<file path="config.mk">
export PLATFORM = sky130hd
export DESIGN_NAME = bomb_ctrl
export DESIGN_NICKNAME = d
export VERILOG_FILES = /design/src/rtl/bomb_ctrl.sv
export SDC_FILE = /design/constraint.sdc
export NUM_CORES = 1
export LEC_CHECK = 0
export CAP_MARGIN = 20
export CORE_UTILIZATION = 48
export DETAILED_ROUTE_END_ITERATION = 7
export HOLD_SLACK_MARGIN = 0.08
export PLACE_DENSITY = 0.77
export SYNTH_ARGS = -nofsm -noshare
export SYNTH_HDL_FRONTEND = slang
export SYNTH_SLANG_ARGS = --single-unit
</file>
<file path="constraint.sdc">
create_clock -name frame_clk -period 4.8 [get_ports frame_clk]
set_input_delay 0.96 -clock frame_clk [delete_from_list [all_inputs] [get_ports frame_clk]]
set_output_delay 0.96 -clock frame_clk [all_outputs]
set_load 0.03 [all_outputs]
</file>
<file path="src/rtl/bomb_ctrl.sv">
// bomb_ctrl: one player's bomb -- tile snap on drop edge, fuse/blast/cooldown sequencing, blast rectangle.
// Build option BOMB_CROSS_EN: plus-shaped blast (bomb1* = horizontal arm, bomb2* = vertical arm).
module bomb_ctrl #(
  parameter int FUSE_FRAMES     = 120,
  parameter int BLAST_FRAMES    = 30,
  parameter int COOLDOWN_FRAMES = 30,
  parameter int BLAST_RADIUS    = 1,
  parameter int X_MIN           = 32,
  parameter int X_MAX           = 575,
  parameter int Y_MIN           = 32,
  parameter int Y_MAX           = 447,
  parameter int USER_W          = 19,
  parameter int USER_H          = 26
) (
  input  logic       frame_clk,
  input  logic       Reset,
  input  logic       bomb_drop,
  input  logic       ext_detonate,
  input  logic [9:0] userX,
  input  logic [9:0] userY,
  output logic       bomb_armed,
  output logic       bomb_exploding,
  output logic [9:0] bomb_tileX,
  output logic [9:0] bomb_tileY,
  output logic [9:0] bomb1X,
  output logic [9:0] bomb1Y,
  output logic [9:0] bomb1XS,
  output logic [9:0] bomb1YS
`ifdef BOMB_CROSS_EN
  ,
  output logic [9:0] bomb2X,
  output logic [9:0] bomb2Y,
  output logic [9:0] bomb2XS,
  output logic [9:0] bomb2YS
`endif
);

  localparam int MAX_AB = (FUSE_FRAMES > BLAST_FRAMES) ? FUSE_FRAMES : BLAST_FRAMES;
  localparam int MAX_N  = (MAX_AB > COOLDOWN_FRAMES) ? MAX_AB : COOLDOWN_FRAMES;
  localparam int CW     = (MAX_N > 1) ? $clog2(MAX_N) : 1;

  localparam logic [10:0] REACH  = 11'(BLAST_RADIUS * 32);
  localparam logic [10:0] XMIN11 = 11'(X_MIN);
  localparam logic [10:0] XMAX11 = 11'(X_MAX);
  localparam logic [10:0] YMIN11 = 11'(Y_MIN);
  localparam logic [10:0] YMAX11 = 11'(Y_MAX);

  typedef enum logic [1:0] {S_IDLE, S_ARMED, S_EXPLODE, S_COOL} state_t;

  typedef struct packed {
    logic [9:0] x;
    logic [9:0] y;
    logic [9:0] xs;
    logic [9:0] ys;
  } rect_t;

  // One axis of the blast: {origin, extent}. Compare before subtracting so
  // a tile near the low edge clamps instead of wrapping through zero.
  function automatic logic [19:0] f_axis(input logic [9:0] t, input logic [10:0] lim_lo,
                                         input logic [10:0] lim_hi);
    logic [10:0] lo;
    logic [10:0] hi;
    lo = ({1'b0, t} < REACH + lim_lo) ? lim_lo : {1'b0, t} - REACH;
    hi = {1'b0, t} + REACH + 11'd31;
    if (hi > lim_hi) hi = lim_hi;
    f_axis = {10'(lo), 10'(hi - lo)};
  endfunction

  state_t          r_state, w_nstate;
  logic [CW-1:0]   r_cnt, w_ncnt;
  logic            r_drop_d;
  logic [9:0]      r_tileX, r_tileY, w_ntileX, w_ntileY;
  logic            w_drop_edge;
  logic [19:0]     w_ax, w_ay;
  rect_t           w_r1, r_b1;
`ifdef BOMB_CROSS_EN
  rect_t           w_r2, r_b2;
`endif

  assign w_drop_edge = bomb_drop & ~r_drop_d;

  always_comb begin
    w_nstate = r_state;
    w_ncnt   = r_cnt;
    w_ntileX = r_tileX;
    w_ntileY = r_tileY;
    if (r_cnt != '0) w_ncnt = r_cnt - 1'b1;
    case (r_state)
      S_IDLE: begin
        w_ncnt = '0;
        if (w_drop_edge) begin
          w_nstate = S_ARMED;
          w_ncnt   = CW'(FUSE_FRAMES - 1);
          w_ntileX = (userX + 10'(USER_W / 2)) & 10'h3E0;
          w_ntileY = (userY + 10'(USER_H / 2)) & 10'h3E0;
        end
      end
      S_ARMED: begin
        if (ext_detonate || r_cnt == '0) begin
          w_nstate = S_EXPLODE;
          w_ncnt   = CW'(BLAST_FRAMES - 1);
        end
      end
      S_EXPLODE: begin
        if (r_cnt == '0) begin
          w_nstate = S_COOL;
          w_ncnt   = CW'(COOLDOWN_FRAMES - 1);
        end
      end
      S_COOL: begin
        if (r_cnt == '0) w_nstate = S_IDLE;
      end
      default: w_nstate = S_IDLE;
    endcase
  end

  // Rectangle is built from the next-state tile so it is ready on the same edge the blast starts.
  always_comb begin
    w_ax = f_axis(w_ntileX, XMIN11, XMAX11);
    w_ay = f_axis(w_ntileY, YMIN11, YMAX11);
`ifdef BOMB_CROSS_EN
    w_r1 = '{x: w_ax[19:10], y: w_ntileY, xs: w_ax[9:0], ys: 10'd31};
    w_r2 = '{x: w_ntileX, y: w_ay[19:10], xs: 10'd31, ys: w_ay[9:0]};
`else
    w_r1 = '{x: w_ax[19:10], y: w_ay[19:10], xs: w_ax[9:0], ys: w_ay[9:0]};
`endif
  end

  always_ff @(posedge frame_clk or posedge Reset) begin
    if (Reset) begin
      r_state        <= S_IDLE;
      r_cnt          <= '0;
      r_drop_d       <= 1'b0;
      r_tileX        <= '0;
      r_tileY        <= '0;
      bomb_armed     <= 1'b0;
      bomb_exploding <= 1'b0;
      r_b1           <= '0;
`ifdef BOMB_CROSS_EN
      r_b2           <= '0;
`endif
    end else begin
      r_state        <= w_nstate;
      r_cnt          <= w_ncnt;
      r_drop_d       <= bomb_drop;
      r_tileX        <= w_ntileX;
      r_tileY        <= w_ntileY;
      bomb_armed     <= (w_nstate == S_ARMED);
      bomb_exploding <= (w_nstate == S_EXPLODE);
      // Zero origin lies outside the play field, so collision logic never sees a stale blast.
      r_b1           <= (w_nstate == S_EXPLODE) ? w_r1 : '0;
`ifdef BOMB_CROSS_EN
      r_b2           <= (w_nstate == S_EXPLODE) ? w_r2 : '0;
`endif
    end
  end

  assign bomb_tileX = r_tileX;
  assign bomb_tileY = r_tileY;
  assign bomb1X     = r_b1.x;
  assign bomb1Y     = r_b1.y;
  assign bomb1XS    = r_b1.xs;
  assign bomb1YS    = r_b1.ys;
`ifdef BOMB_CROSS_EN
  assign bomb2X     = r_b2.x;
  assign bomb2Y     = r_b2.y;
  assign bomb2XS    = r_b2.xs;
  assign bomb2YS    = r_b2.ys;
`endif

endmodule

</file>
==> run_1/io_placement.png <==
Drawn at 3 px/µm. Pins as bars across the die edge, other pins in gray.
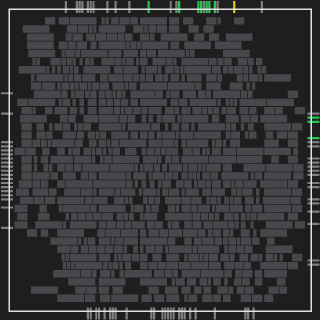
`bomb1YS` -> green  # pins 10, direction output, edge 7 top, 3 right
`bomb_exploding` -> yellow  # pins 1, direction output, edge top

==> run_1/wires.png <==
Drawn at 4 px/µm.
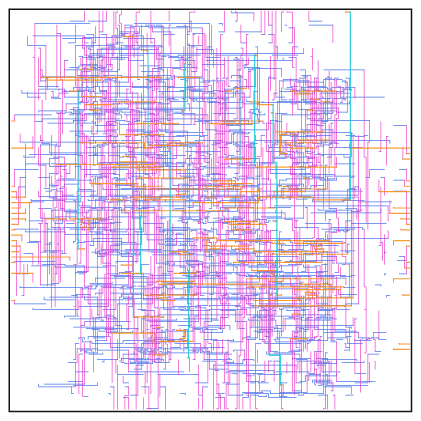
metal 1 -> blue  # wire length 6060 µm
metal 2 -> magenta  # wire length 7370 µm
metal 3 -> orange  # wire length 1110 µm
metal 4 -> cyan  # wire length 405 µm

==> run_1/congestion.png <==
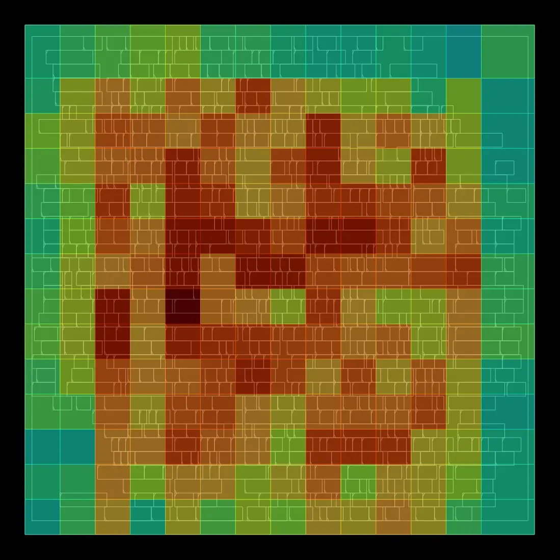
gr usage total: 27.80%
met2 Use GR: 46.73%

==> GITHUB_STEP_SUMMARY, run 1 <==
## Implementation flow summary

| Metric | Value |
|---|---|
| Fillers | `a little under 600` |
| Combinational Power Share | `71.2%` |
| Io pins | `around 86` |
| Drt pass-1 iters | `5` |
| R2R depth | `21` |
| Crit Path Category | `in2reg` |
| Place WS | `-787.4 ps` |
| Static Leak | `3.346 nW` |
| Reg2reg start | `r_drop_d` |
| Die footprint | `around 10000 µm²` |
| Top cell excl fill/tap | `buf_4` |
| WP data arrival | `about 5000 ps` |
| Final #Nets | `about 780` |
| Area share, top type | `38.95%` |
| MaxCap Viol Count | `0` |
| F_max | `208.9 MHz` |
| Reg2reg end | `bomb1YS[8]` |
| Final Max Slew Viols | `0` |
| Worst-Skew Late Latency | `around 360 ps` |
| Hold slack | `~620 ps` |
| Worst-path clk slew | `approximately 80 ps` |
| Die X | `between 100 and 150 µm` |
| Fin area | `7098 µm²` |
| Hold EP | `r_cnt[6]` |
| Post-synth area hogs | `dfrtp_1 (39%), ha_1 (8.4%), nor2_1 (4.5%)` |
| Vias per inst | `around 5.7` |
| Aoi share | `between 10% and 20%` |
| Final Util | `about three quarters` |
| Via count | `just under 5000` |
| Top_reg_cell synth | `dfrtp_1` |
| Synth Seq Share | `roughly two fifths` |
| CP Launch Type | `input port` |
| Layout area overhead | `53.45%` |
| Clock Sink Count | `approximately 72` |
| Largest net degree at the start of global routing | `38` |
| Largest area contributor in the netlist | `dfrtp_1` |
| Hold_sp | `r_cnt[6]` |
| Post-DP HPWL | `between 9 and 10 mm` |
| Final setup margin | `between 10 and 15 ps` |
| Final Skew | `a little under 20 ps` |
| WL per Instance | `about 18 µm` |
| CTS tree | `built` |
| Area post-placement | `~6300 µm²` |
| Clock network power share | `between 10% and 20%` |
| CTS resizes | `approximately 40` |
| Clk pwr | `508 µW` |
| Setup crit start | `userY[4]` |
| Grt peak-use layer | `met2` |
| Slew @ Worst Pin | `778.0 ps` |
| Initial antenna violation count | `0` |
| Most numerous cell in the Yosys netlist | `dfrtp_1` |
| HP Class | `reg2reg` |
| R2R Setup Slk | `between 200 and 300 ps` |
| Comb group | `~3.5 mW` |
| Crit path DRT | `between 5000 and 6000 ps` |
| Syn. warnings | `0` |
| Biggest consumer | `combinational logic` |
| First-pass GRT wire length | `between 20 and 25 mm` |
| Synth top cells by count | `dfrtp_1 (72), nor2_1 (55), nand2_1 (48)` |
| Post-synth EDFFs | `0` |
| Ys flops | `roughly 70` |
| M1 GR Usage | `between 30% and 40%` |
| Simple-gate share of the synthesized area | `about a quarter` |
| Asr flop ratio synth | `100.0%` |
| Final period utilization | `around 100%` |
| Post-synthesis cell area | `about 4600 µm²` |
| Cell variety after synth | `70` |
| DRC viols | `0` |
| Root Driver | `clkbuf_8` |
| Top cells excl fill/tap | `buf_4 (120), clkdlybuf4s50_1 (74), dfrtp_1 (72)` |
| Mux area share | `~1.1%` |
| Share of cells above drive strength 1 | `31.63%` |
| Critical path's slowest cell | `clkdlybuf4s50_1` |
| IO Port Bufs | `roughly 85` |
| Initial core utilization | `around half` |
| Delay-heaviest family, CP | `AND-OR/OR-AND gates` |
| Post-route ant nets | `0` |
| P per Cell Area | `691.0 nW/µm²` |
| CTS max path bufs | `2` |
| Row cnt | `35` |
| Top non-seq family | `simple AND/OR/NAND/NOR gates` |
| Flop+latch power | `roughly 910 µW` |
| DR iter-0 viols | `~300` |
| Sw Pwr | `around 2.3 mW` |
| Internal power | `about 2.6 mW` |
| Worst VDD drop | `~0.00037 V` |
| Core box area | `approximately 9300 µm²` |
| Vias in the first global route | `around 4500` |
| Cells in synth_stat.txt | `between 500 and 600` |
| Placer Congestion | `~0.87` |
| Die Ht | `about 100 µm` |
| Tool Warnings | `35` |
| Inserted Diodes | `0` |
| Finish-stage setup viols | `0` |
| Switching Fraction | `about 46%` |
| XOR Share, Synth | `4.923%` |
| Sum Neg Setup Slack | `0 ps` |
| Hold Path Cell Cnt | `2` |
| Remaining global-route overflow | `0` |
| Final hold violations | `0` |
| Total Power | `between 4 and 5 mW` |
| Mean Syn Cell Area | `between 8 and 9 µm²` |
| Post-Layout Cell Count | `approximately 850` |
| Crit. End Element | `flop` |
| Stages on worst setup path | `25` |
| CP max stage delay | `between 400 and 500 ps` |
| Post-Synthesis Cells | `roughly 520` |
| Reg power frac | `18.5%` |
| Crit path time final | `4788 ps` |
| Syn Nets | `about 570` |
| CP Buf/Inv Count | `5` |
| Worst Path Max Fanout | `7` |
| Post-CTS Setup Inserts | `11` |
| Post-synth area from yosys stat | `approximately 4600 µm²` |
| Met3 usage | `~3.7%` |
| Status | `completed` |
| Slew margin rel. | `between 40% and 50%` |
| CP Capture Point | `bomb1YS[8]` |
| Num CTS Buffers | `9` |
| Max H-tree Level | `3` |
| Hold-fix buffers, CTS | `0` |
| Most Frequent Cell on Critical Path | `o21ai_2` |
| Total Wirelength | `around 15 mm` |
| Cells after DPL | `816` |
| Fa+ha+maj area frac | `9.251%` |
==> run 1: metal layers <==
metal | vias to the layer above | share of wire [%] | wire length (µm)
met4 | 0 | 2.7 | 404
met5 | - | 0 | 0
li1 | 2208 | - | -
met2 | 276 | 49 | 7368
met3 | 40 | 7.4 | 1111
met1 | 2348 | 41 | 6057
==> run 1: area by class of cell <==
| cell class | instances | area, µm² | area share (%) |
|---|---|---|---|
| clock buffer | 11 | 151.4 | 2.133 |
| tap | 129 | 161.4 | 2.274 |
| clock inverter | 5 | 55.05 | 0.7756 |
| sequential | 72 | 1802 | 25.38 |
| inverter | 42 | 157.7 | 2.221 |
| timing repair buffer | 211 | 1842 | 25.95 |
| multi-input combinational | 383 | 2929 | 41.27 |
==> inputs of run 2 (changes only) <==
- CORE_UTILIZATION: 48 -> 58
- DONT_BUFFER_PORTS: not set -> 1
- GPL_ROUTABILITY_DRIVEN: not set -> 0
- PLACE_DENSITY: 0.77 -> 0.76
==> run 2 against run 1 <==
  * Combinational power shrank 36%
  * Sequential power up 32%
  * Critical path depth fell by 6
  * Global-route usage rose by 1.7 points
  * Utilization down 5.7 points
  * Clock power decreased by 11%
  * Largest cell class unchanged
==> GITHUB_STEP_SUMMARY, run 2 <==
## Implementation flow summary

| Metric | Value |
|---|---|
| CP Capture Point | `bomb1XS[8]` |
| Met3 Routed Length | `888 µm (-20%)` |
| Final Util | `70.73% (-5.7 points)` |
| Post-synth area from yosys stat | `4626 µm² (unchanged)` |
| Cell variety after synth | `70 (unchanged)` |
| Post-synth EDFFs | `0 (unchanged)` |
| Largest net degree at the start of global routing | `48 (+26%)` |
| Total Power | `3.908 mW (-20%)` |
| Area share, top type | `38.95% (unchanged)` |
| Post-Synthesis Cells | `517 (unchanged)` |
| Root Driver | `clkbuf_8` |
| Grt peak-use layer | `met2` |
| Core box area | `7727 µm² (-17%)` |
| Worst-path clk slew | `80 ps (about the same)` |
| Cells after DPL | `658 (-19%)` |
| MaxCap Viol Count | `0 (unchanged)` |
| Io pins | `86 (unchanged)` |
| Switching Fraction | `48.45% (+2.4 points)` |
| First-pass GRT wire length | `19.18 mm (-12%)` |
| Post-route ant nets | `0 (unchanged)` |
| Critical path's slowest cell | `or4b_4` |
| Inverter count | `42 (unchanged)` |
| MI comb area | `2646 µm² (-9.7%)` |
| Clock network power share | `11.5% (+1.1 points)` |
| Syn. warnings | `0 (unchanged)` |
| CTS resizes | `1 (-98%)` |
| Max H-tree Level | `3 (unchanged)` |
| Tool Warnings | `35 (unchanged)` |
| Finish-stage setup viols | `0 (unchanged)` |
| Remaining global-route overflow | `0 (unchanged)` |
| Slew margin rel. | `59.66% (+12 points)` |
| Setup crit start | `bomb_drop` |
| P per Cell Area | `715.0 nW/µm² (+3.5%)` |
| Static Leak | `2.656 nW (-21%)` |
| Largest area contributor in the netlist | `dfrtp_1` |
| R2R Setup Slk | `270 ps (about the same)` |
| Post-synth area hogs | `dfrtp_1 (39%), ha_1 (8.4%), nor2_1 (4.5%)` |
| WP data arrival | `4810 ps (-210 ps)` |
| DRC viols | `0 (unchanged)` |
| Biggest consumer | `combinational logic` |
| Post-CTS Setup Inserts | `0 (-11)` |
| DR iter-0 viols | `257 (-13%)` |
| Mean Syn Cell Area | `8.947 µm² (unchanged)` |
| Vias in the first global route | `3995 (-12%)` |
| Synth Seq Share | `38.95% (unchanged)` |
| CTS tree | `built` |
| Die footprint | `8337 µm² (-17%)` |
| M1 GR Usage | `39.61% (+2.7 points)` |
| Num CTS Buffers | `9 (unchanged)` |
| Inserted Diodes | `0 (unchanged)` |
| Post-DP HPWL | `8.740 mm (-8.4%)` |
| Internal power | `2.014 mW (-24%)` |
| Initial antenna violation count | `0 (unchanged)` |
| Max-area cell class | `combinational gates` |
| Sw Pwr | `1.893 mW (-16%)` |
| CP Buf/Inv Count | `1 (-4)` |
| Area post-placement | `5119 µm² (-19%)` |
| Uppermost layer routed | `met4` |
| Crit Path Category | `in2reg` |
| Worst Path Max Fanout | `8 (+1)` |
| Most Frequent Cell on Critical Path | `o21ai_1` |
| Hold-fix buffers, CTS | `0 (unchanged)` |
| Multi-input gates | `382 (-0.26%)` |
| Met2 Use GR | `46.65% (-0.079 points)` |
| Post-Layout Cell Count | `684 (-20%)` |
| Share of cells above drive strength 1 | `23.20% (-8.4 points)` |
| Met2 Wirelength | `5.611 mm (-24%)` |
| WL per Instance | `17.06 µm (-2.6%)` |
| Combinational Power Share | `57.7% (-14 points)` |
| Hold slack | `339.9 ps (-284.6 ps)` |
| Final period utilization | `95.55% (-4.2 points)` |
| Final #Nets | `634 (-18%)` |
| CTS max path bufs | `2 (unchanged)` |
| F_max | `218.0 MHz (+4.4%)` |
| Met3 usage | `5.946% (+2.3 points)` |
| Gr usage total | `29.45% (+1.7 points)` |
| Crit. End Element | `flop` |
| HP Class | `in2async` |
| Ys flops | `72 (unchanged)` |
| Reg power frac | `30.8% (+12 points)` |
| Die Ht | `91.31 µm (-8.8%)` |
| Top cell excl fill/tap | `dfrtp_1` |
| Crit path time final | `4587 ps (-201.1 ps)` |
| Worst-path cell chain | `or4b_4 > buf_12 > nand2_2 > ha_1 > or3_4 > nor3_4 > a221oi_1 > or2_1 > and3_1 > ha_2 > fa_2 > nor2b_2 > o21ai_1 > a21boi_2 > o21ai_1 > a21boi_2 > o21ai_1 > a21oi_1 > nor3b_2` |
| Data buffer area share | `10.07% (-16 points)` |
| Cells in synth_stat.txt | `517 (unchanged)` |
| Vias per inst | `5.961 (+4.4%)` |
| Final Max Slew Viols | `0 (unchanged)` |
| Delay-heaviest family, CP | `simple AND/OR/NAND/NOR gates` |
| Worst-Skew Late Latency | `360 ps (about the same)` |
| Comb group | `2.25 mW (-36%)` |
| Final Skew | `11.27 ps (-8.610 ps)` |
| Tapcells | `102 (-21%)` |
| Asr flop ratio synth | `100.0% (unchanged)` |
| Logic share of the area | `48.42% (+7.2 points)` |
| Initial core utilization | `59.86% (+10 points)` |
| CP max stage delay | `500 ps (+90 ps)` |
| Crit path DRT | `5030 ps (about the same)` |
| Flop count | `72 (unchanged)` |
| Worst VDD drop | `0.0003446 V (-7.2%)` |
| Met1 wire length | `4.910 mm (-19%)` |
| Fillers | `564 (-5.4%)` |
| Slew @ Worst Pin | `599.6 ps (-178.4 ps)` |
| R2R depth | `23 (+9.5%)` |
| Layout clock buffers | `10 (-1)` |
| Flop+latch power | `1.20 mW (+32%)` |
| Sequential cell area | `1802 µm² (unchanged)` |
| Status | `completed` |
| Top cells excl fill/tap | `dfrtp_1 (72), buf_4 (68), nor2_1 (54)` |
| Post-synthesis cell area | `4626 µm² (unchanged)` |
| Die X | `91.31 µm (-8.8%)` |
| Clk tree area frac | `3.320% (+0.41 points)` |
| Syn Nets | `574 (unchanged)` |
| Clk pwr | `450 µW (-11%)` |
| IO Port Bufs | `0 (-100%)` |
| Final hold violations | `0 (unchanged)` |
| Reg2reg start | `r_state[0]` |
| Stages on worst setup path | `19 (-24%)` |
| Synth top cells by count | `dfrtp_1 (72), nor2_1 (55), nand2_1 (48)` |
| Layout area overhead | `18.15%` |
| Top_reg_cell synth | `dfrtp_1` |
| Clock Sink Count | `72 (unchanged)` |
| Signal buffers | `70 (-67%)` |
| CP Launch Type | `input port` |
| Fin area | `5465 µm² (-23%)` |
| Most numerous cell in the Yosys netlist | `dfrtp_1` |
| Total Wirelength | `11.67 mm (-22%)` |
| Drt pass-1 iters | `5 (unchanged)` |
| Reg2reg end | `bomb1YS[8]` |
| Row cnt | `32 (-8.6%)` |
-- run 2: per-stage QoR --
| step | worst slack (ps) | TNS [ps] |
|---|---|---|
| after floorplan | -77.31 | -153.6 |
| after global placement | -142.0 | -165.5 |
| after detailed placement | -345.7 | -1153 |
| after CTS | 42.35 | 0 |
| after global routing | -83.22 | -138.5 |
| final | 213.4 | 0 |
-- run 2: cells by family after synthesis --
kind of cell	after synthesis	share of synthesized area, %
flip-flops	72	38.95
multiplexers	5	1.109
AND/OR/NAND/NOR	212	23.56
buffers and inverters	63	6.465
adder cells (fa/ha/maj)	33	9.251
XOR/XNOR	26	4.923
AND-OR/OR-AND	106	15.74
==> run_2/flops_by_reg.png <==
Drawn at 3 px/µm.
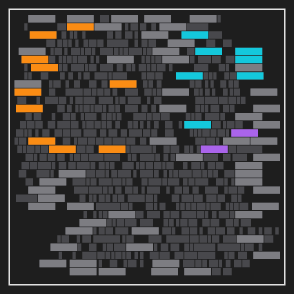
`r_state` -> purple  # placed flops 2
`bomb_tileY` -> orange  # placed flops 10
`r_cnt` -> cyan  # placed flops 7, where upper right
not colored = 53

==> run_2/io_fan.png <==
Drawn at 4 px/µm.
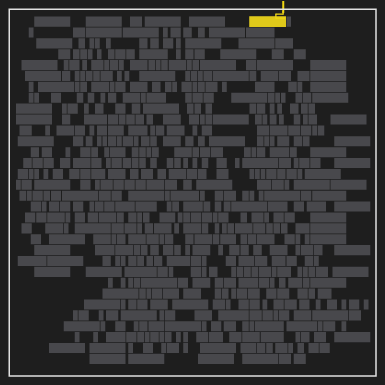
`bomb_exploding` -> yellow  # direction output, edge top, end cells 1, buffers 0, wire 6.00 µm

Power is estimated from default activity; no workload was simulated.
